<file path="src/rtl/lh1_pkg.sv">
// rtl/lh1_pkg.sv - shared types and timing constants for the lh1 sync decoder
//
// Purpose: shared FSM state enum, pulse class enum, error codes and default
// timing constants for a 48 MHz receive clock.
// Ports: none (package).

package lh1_pkg;

  localparam int DEF_WIDTH         = 16;
  localparam int DEF_TS_WIDTH      = 20;
  localparam int DEF_SYNC_BASE     = 2750;
  localparam int DEF_SYNC_STEP     = 500;
  localparam int DEF_SWEEP_MAX     = 1200;
  localparam int DEF_SWEEP_TIMEOUT = 400000;

  typedef enum logic {
    IDLE  = 1'b0,
    ARMED = 1'b1
  } state_e;

  typedef enum logic [1:0] {
    CLS_BAD   = 2'd0,
    CLS_SWEEP = 2'd1,
    CLS_SYNC  = 2'd2
  } pulse_class_e;

  localparam logic [1:0] ERR_BAD_WIDTH = 2'd1;
  localparam logic [1:0] ERR_ORPHAN    = 2'd2;
  localparam logic [1:0] ERR_TIMEOUT   = 2'd3;

endpackage

</file>
<file path="src/rtl/lighthouse_width_classifier.sv">
// rtl/lighthouse_width_classifier.sv - registered pulse width classifier (stage 1)
//
// Purpose: one cycle after pulse_done, presents the pulse class (sweep, sync,
// bad), the 3-bit sync code and the pulse start timestamp (ts - width).
// Ports:
//   clk, reset        clock, asynchronous active-low reset
//   pulse_done        strobe, pulse_width valid this cycle
//   pulse_width       measured pulse length in ticks
//   ts                free-running timestamp
//   s1_valid          strobe, stage-1 result valid
//   s1_class          pulse class
//   s1_code           sync code 0..7 (meaningful for CLS_SYNC only)
//   s1_start          timestamp of the pulse leading edge

module lighthouse_width_classifier
  import lh1_pkg::*;
#(
  parameter int WIDTH     = DEF_WIDTH,
  parameter int TS_WIDTH  = DEF_TS_WIDTH,
  parameter int SYNC_BASE = DEF_SYNC_BASE,
  parameter int SYNC_STEP = DEF_SYNC_STEP,
  parameter int SWEEP_MAX = DEF_SWEEP_MAX
) (
  input  logic                clk,
  input  logic                reset,
  input  logic                pulse_done,
  input  logic [WIDTH-1:0]    pulse_width,
  input  logic [TS_WIDTH-1:0] ts,
  output logic                s1_valid,
  output pulse_class_e        s1_class,
  output logic [2:0]          s1_code,
  output logic [TS_WIDTH-1:0] s1_start
);

  logic [31:0]  width_ext;
  pulse_class_e class_d;
  logic [2:0]   code_d;

  assign width_ext = 32'(pulse_width);

  // Code k is the count of step boundaries above SYNC_BASE that the width has
  // reached; a compare chain keeps this divider-free.
  always_comb begin
    class_d = CLS_BAD;
    code_d  = 3'd0;
    if (width_ext <= 32'(SWEEP_MAX)) begin
      class_d = CLS_SWEEP;
    end else if (width_ext >= 32'(SYNC_BASE) &&
                 width_ext <  32'(SYNC_BASE + 8 * SYNC_STEP)) begin
      class_d = CLS_SYNC;
      for (int k = 1; k < 8; k++) begin
        if (width_ext >= 32'(SYNC_BASE + k * SYNC_STEP)) begin
          code_d = 3'(k);
        end
      end
    end
  end

  always_ff @(posedge clk or negedge reset) begin
    if (!reset) begin
      s1_valid <= 1'b0;
      s1_class <= CLS_BAD;
      s1_code  <= 3'd0;
      s1_start <= '0;
    end else begin
      s1_valid <= pulse_done;
      if (pulse_done) begin
        s1_class <= class_d;
        s1_code  <= code_d;
        s1_start <= ts - TS_WIDTH'(pulse_width);
      end
    end
  end

endmodule

</file>
<file path="src/rtl/lighthouse_sync_decoder.sv">
// rtl/lighthouse_sync_decoder.sv - lh1 sync/sweep decoder and sweep timer
//
// Purpose: classifies completed pulses, decodes sync skip/data/axis bits,
// and measures sweep time from the last armed sync start to the sweep start.
// All strobes assert exactly two cycles after pulse_done.
// Ports:
//   clk, reset        clock, asynchronous active-low reset
//   pulse_done        strobe, pulse_width valid this cycle
//   pulse_width       measured pulse length in ticks
//   sync_valid        strobe, sync decoded; sync_skip/data/axis hold between
//   sweep_valid       strobe, sweep measured; sweep_ticks/axis hold between
//   armed             high while waiting for a sweep
//   err_valid         strobe, err_code: 1 bad width, 2 orphan sweep, 3 timeout

module lighthouse_sync_decoder
  import lh1_pkg::*;
#(
  parameter int WIDTH         = DEF_WIDTH,
  parameter int TS_WIDTH      = DEF_TS_WIDTH,
  parameter int SYNC_BASE     = DEF_SYNC_BASE,
  parameter int SYNC_STEP     = DEF_SYNC_STEP,
  parameter int SWEEP_MAX     = DEF_SWEEP_MAX,
  parameter int SWEEP_TIMEOUT = DEF_SWEEP_TIMEOUT
) (
  input  logic                clk,
  input  logic                reset,
  input  logic                pulse_done,
  input  logic [WIDTH-1:0]    pulse_width,
  output logic                sync_valid,
  output logic                sync_skip,
  output logic                sync_data,
  output logic                sync_axis,
  output logic                sweep_valid,
  output logic [TS_WIDTH-1:0] sweep_ticks,
  output logic                sweep_axis,
  output logic                armed,
  output logic                err_valid,
  output logic [1:0]          err_code
);

  localparam logic [TS_WIDTH-1:0] TIMEOUT_TS = TS_WIDTH'(SWEEP_TIMEOUT);

  logic [TS_WIDTH-1:0] ts;
  logic                s1_valid;
  pulse_class_e        s1_class;
  logic [2:0]          s1_code;
  logic [TS_WIDTH-1:0] s1_start;

  state_e              state_q, state_d;
  logic [TS_WIDTH-1:0] sync_start_q, sync_start_d;
  logic                armed_axis_q, armed_axis_d;

  logic                sync_valid_d;
  logic [2:0]          sync_bits_d;
  logic                sweep_valid_d;
  logic [TS_WIDTH-1:0] sweep_ticks_d;
  logic                sweep_axis_d;
  logic                err_valid_d;
  logic [1:0]          err_code_d;
  logic [TS_WIDTH-1:0] elapsed;

  always_ff @(posedge clk or negedge reset) begin
    if (!reset) begin
      ts <= '0;
    end else begin
      ts <= ts + 1'b1;
    end
  end

  lighthouse_width_classifier #(
    .WIDTH     (WIDTH),
    .TS_WIDTH  (TS_WIDTH),
    .SYNC_BASE (SYNC_BASE),
    .SYNC_STEP (SYNC_STEP),
    .SWEEP_MAX (SWEEP_MAX)
  ) u_classifier (
    .clk         (clk),
    .reset       (reset),
    .pulse_done  (pulse_done),
    .pulse_width (pulse_width),
    .ts          (ts),
    .s1_valid    (s1_valid),
    .s1_class    (s1_class),
    .s1_code     (s1_code),
    .s1_start    (s1_start)
  );

  // Modular distance from the armed sync start; wraps cleanly with ts.
  assign elapsed = ts - sync_start_q;

  always_comb begin
    state_d       = state_q;
    sync_start_d  = sync_start_q;
    armed_axis_d  = armed_axis_q;
    sync_valid_d  = 1'b0;
    sync_bits_d   = {sync_skip, sync_data, sync_axis};
    sweep_valid_d = 1'b0;
    sweep_ticks_d = sweep_ticks;
    sweep_axis_d  = sweep_axis;
    err_valid_d   = 1'b0;
    err_code_d    = err_code;

    if (s1_valid) begin
      // A pulse this cycle wins over the timeout, which is re-checked later.
      case (s1_class)
        CLS_SYNC: begin
          sync_valid_d = 1'b1;
          sync_bits_d  = s1_code;
          if (!s1_code[2]) begin
            state_d      = ARMED;
            sync_start_d = s1_start;
            armed_axis_d = s1_code[0];
          end
        end
        CLS_SWEEP: begin
          if (state_q == ARMED) begin
            sweep_valid_d = 1'b1;
            sweep_ticks_d = s1_start - sync_start_q;
            sweep_axis_d  = armed_axis_q;
            state_d       = IDLE;
          end else begin
            err_valid_d = 1'b1;
            err_code_d  = ERR_ORPHAN;
          end
        end
        default: begin
          err_valid_d = 1'b1;
          err_code_d  = ERR_BAD_WIDTH;
        end
      endcase
    end else if (state_q == ARMED && elapsed >= TIMEOUT_TS) begin
      state_d     = IDLE;
      err_valid_d = 1'b1;
      err_code_d  = ERR_TIMEOUT;
    end
  end

  always_ff @(posedge clk or negedge reset) begin
    if (!reset) begin
      state_q      <= IDLE;
      sync_start_q <= '0;
      armed_axis_q <= 1'b0;
      sync_valid   <= 1'b0;
      sync_skip    <= 1'b0;
      sync_data    <= 1'b0;
      sync_axis    <= 1'b0;
      sweep_valid  <= 1'b0;
      sweep_ticks  <= '0;
      sweep_axis   <= 1'b0;
      err_valid    <= 1'b0;
      err_code     <= 2'd0;
    end else begin
      state_q      <= state_d;
      sync_start_q <= sync_start_d;
      armed_axis_q <= armed_axis_d;
      sync_valid   <= sync_valid_d;
      sync_skip    <= sync_bits_d[2];
      sync_data    <= sync_bits_d[1];
      sync_axis    <= sync_bits_d[0];
      sweep_valid  <= sweep_valid_d;
      sweep_ticks  <= sweep_ticks_d;
      sweep_axis   <= sweep_axis_d;
      err_valid    <= err_valid_d;
      err_code     <= err_code_d;
    end
  end

  assign armed = (state_q == ARMED);

endmodule

</file>
<file path="config.mk">
export PLATFORM = sky130hd
export DESIGN_NAME = lighthouse_sync_decoder
export DESIGN_NICKNAME = d
export VERILOG_FILES = /design/src/rtl/lh1_pkg.sv /design/src/rtl/lighthouse_width_classifier.sv /design/src/rtl/lighthouse_sync_decoder.sv
export SDC_FILE = /design/constraint.sdc
export NUM_CORES = 1
export LEC_CHECK = 0
export CAP_MARGIN = 30
export CORE_MARGIN = 2
export CORE_UTILIZATION = 50
export CTS_BUF_LIST = sky130_fd_sc_hd__clkbuf_2
export CTS_CLUSTER_DIAMETER = 30
export DETAILED_ROUTE_END_ITERATION = 8
export PLACE_DENSITY = 0.68
export SYNTH_ARGS = -nofsm -noshare
export SYNTH_HDL_FRONTEND = slang
export SYNTH_SLANG_ARGS = --single-unit
</file>
<file path="constraint.sdc">
create_clock -name clk -period 9.1 [get_ports clk]
set_input_delay 1.365 -clock clk [delete_from_list [all_inputs] [get_ports clk]]
set_output_delay 1.365 -clock clk [all_outputs]
set_load 0.03 [all_outputs]
</file>
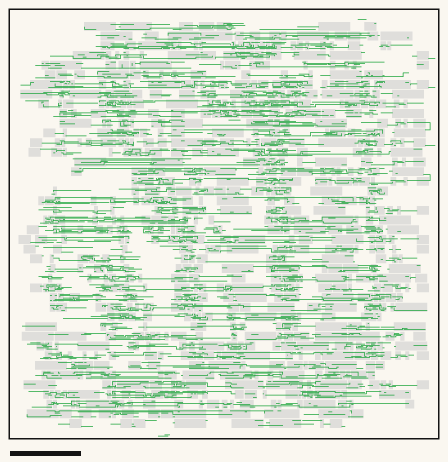
m1.png
Scale bar: 20 um. Cells faint in the background.
share of all routed wire: 49%
nets with wire on the layer: 792

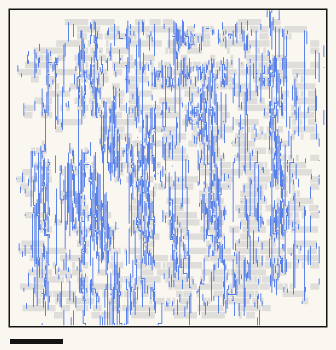
m2.png
Scale bar: 20 um. Cells faint in the background.
nets with wire on the layer: 732
longest straight run: 42.2 um
share of all routed wire: 46%
wire length on this layer: 7170 um

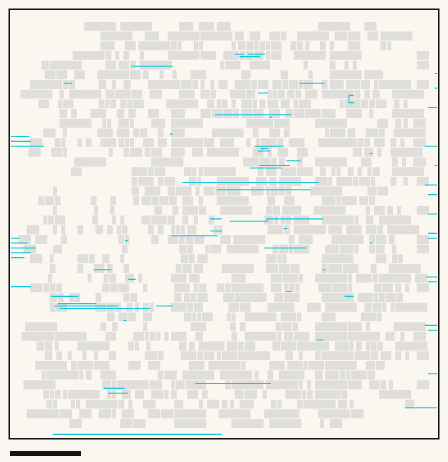
m3.png
Scale bar: 20 um. Cells faint in the background.
nets with wire on the layer: 54
share of all routed wire: 2.9%

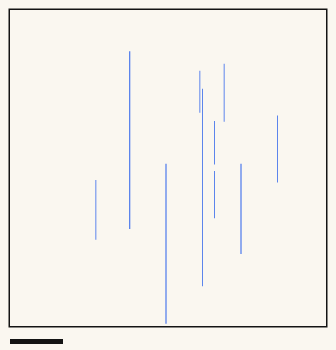
m4.png
Scale bar: 20 um.
main direction: vertical
longest straight run: 74.8 um

-- path summary, 6_finish.rpt --
| path | startpoint | end | slack (ns) |
|---|---|---|---|
| min in group asynchronous | reset | sweep_ticks[5] | 0.64 |
| min | sweep_ticks[13] | sweep_ticks[13] | 0.51 |
| max | pulse_width[5] | u_classifier.s1_start[17] | 5.18 |
| min reg2reg | sweep_ticks[13] | sweep_ticks[13] | 0.51 |
| max reg2reg | ts[0] | err_code[0] | 5.76 |
| max in group asynchronous | reset | ts[14] | 7.32 |
==> summary.rpt <==
=== SYNTHESIS / PLACE & ROUTE SUMMARY ===
----------------------------------------------------
[Yosys]
  Register share after synthesis ........................ 36.0%
  Count of library flops with an enable pin ........................ 0
  Average cell area after synthesis ........................ 9.11 sq um
  Register bit count reported by yosys ........................ 97
  Count of distinct cell types in the synthesized netlist ........................ between 60 and 70
  Post-synthesis share of cell area spent on xor and xnor gates ........................ 7.53%
  Share of flip-flops with an asynchronous set or reset ........................ 100%
  Biggest area consumer among synthesized cells ........................ sky130_fd_sc_hd__dfrtp_1
  Top cell type's share of synthesized area ........................ 36.0%
  Netlist area before placement ........................ 6750 sq um
  Post-Synthesis Net Count ........................ 820

[Critical path]
  Type of element launching the critical path ........................ input pin
  Endpoint class of the critical path ........................ register
  CP required ........................ 9.63 ns
  Worst-path cell with the longest stage delay ........................ sky130_fd_sc_hd__clkdlybuf4s50_1
  Most used cell, CP ........................ sky130_fd_sc_hd__a21oi_1

[Layout]
  Top library cells by usage in the layout, fill and taps aside ........................ sky130_fd_sc_hd__dfrtp_1, sky130_fd_sc_hd__nand2_1, sky130_fd_sc_hd__ha_1, sky130_fd_sc_hd__inv_1, sky130_fd_sc_hd__a21oi_1
  Repair and plain buffers ........................ 52
  Final design area excluding fillers ........................ 7510 sq um
  Register share of the cell area ........................ 32.3%
  Antenna cells ........................ 1
  Combinational Area ........................ about 4000 sq um
  Fin nets ........................ about 860

[Final timing]
  Final Worst Setup Slack ........................ around 5.2 ns
  Transition at the pin with the smallest max-transition slack ........................ 0.764 ns

[Detailed routing]
  Detailed-routed wire length on met3 ........................ 459 um
  Sum of routed wire segments on met1 ........................ 7600 um
  Sum of routed wire length over all layers ........................ 15600 um
  Via count ........................ around 5500
  Met2 WL ........................ roughly 7200 um

[Status]
  Result of the run ........................ completed

[Placed design]
  Post-Place Cell Area ........................ between 7000 and 8000 sq um
  Worst Setup Slack post-DPL ........................ 4.54 ns

[Floorplan]
  Placeable core area ........................ 13200 sq um
  Fp util ........................ 51.2%

[Power and ir drop]
  Switching pwr ........................ 0.580 mW
  Largest power group ........................ combinational cells
  Clock network fraction of design power ........................ 15.1%

[Clock tree]
  CTS buffer count ........................ 9

[Hold path]
  Worst Hold Depth ........................ 2

----------------------------------------------------
Power figures rest on the tool's default switching activity, not on a simulated workload.
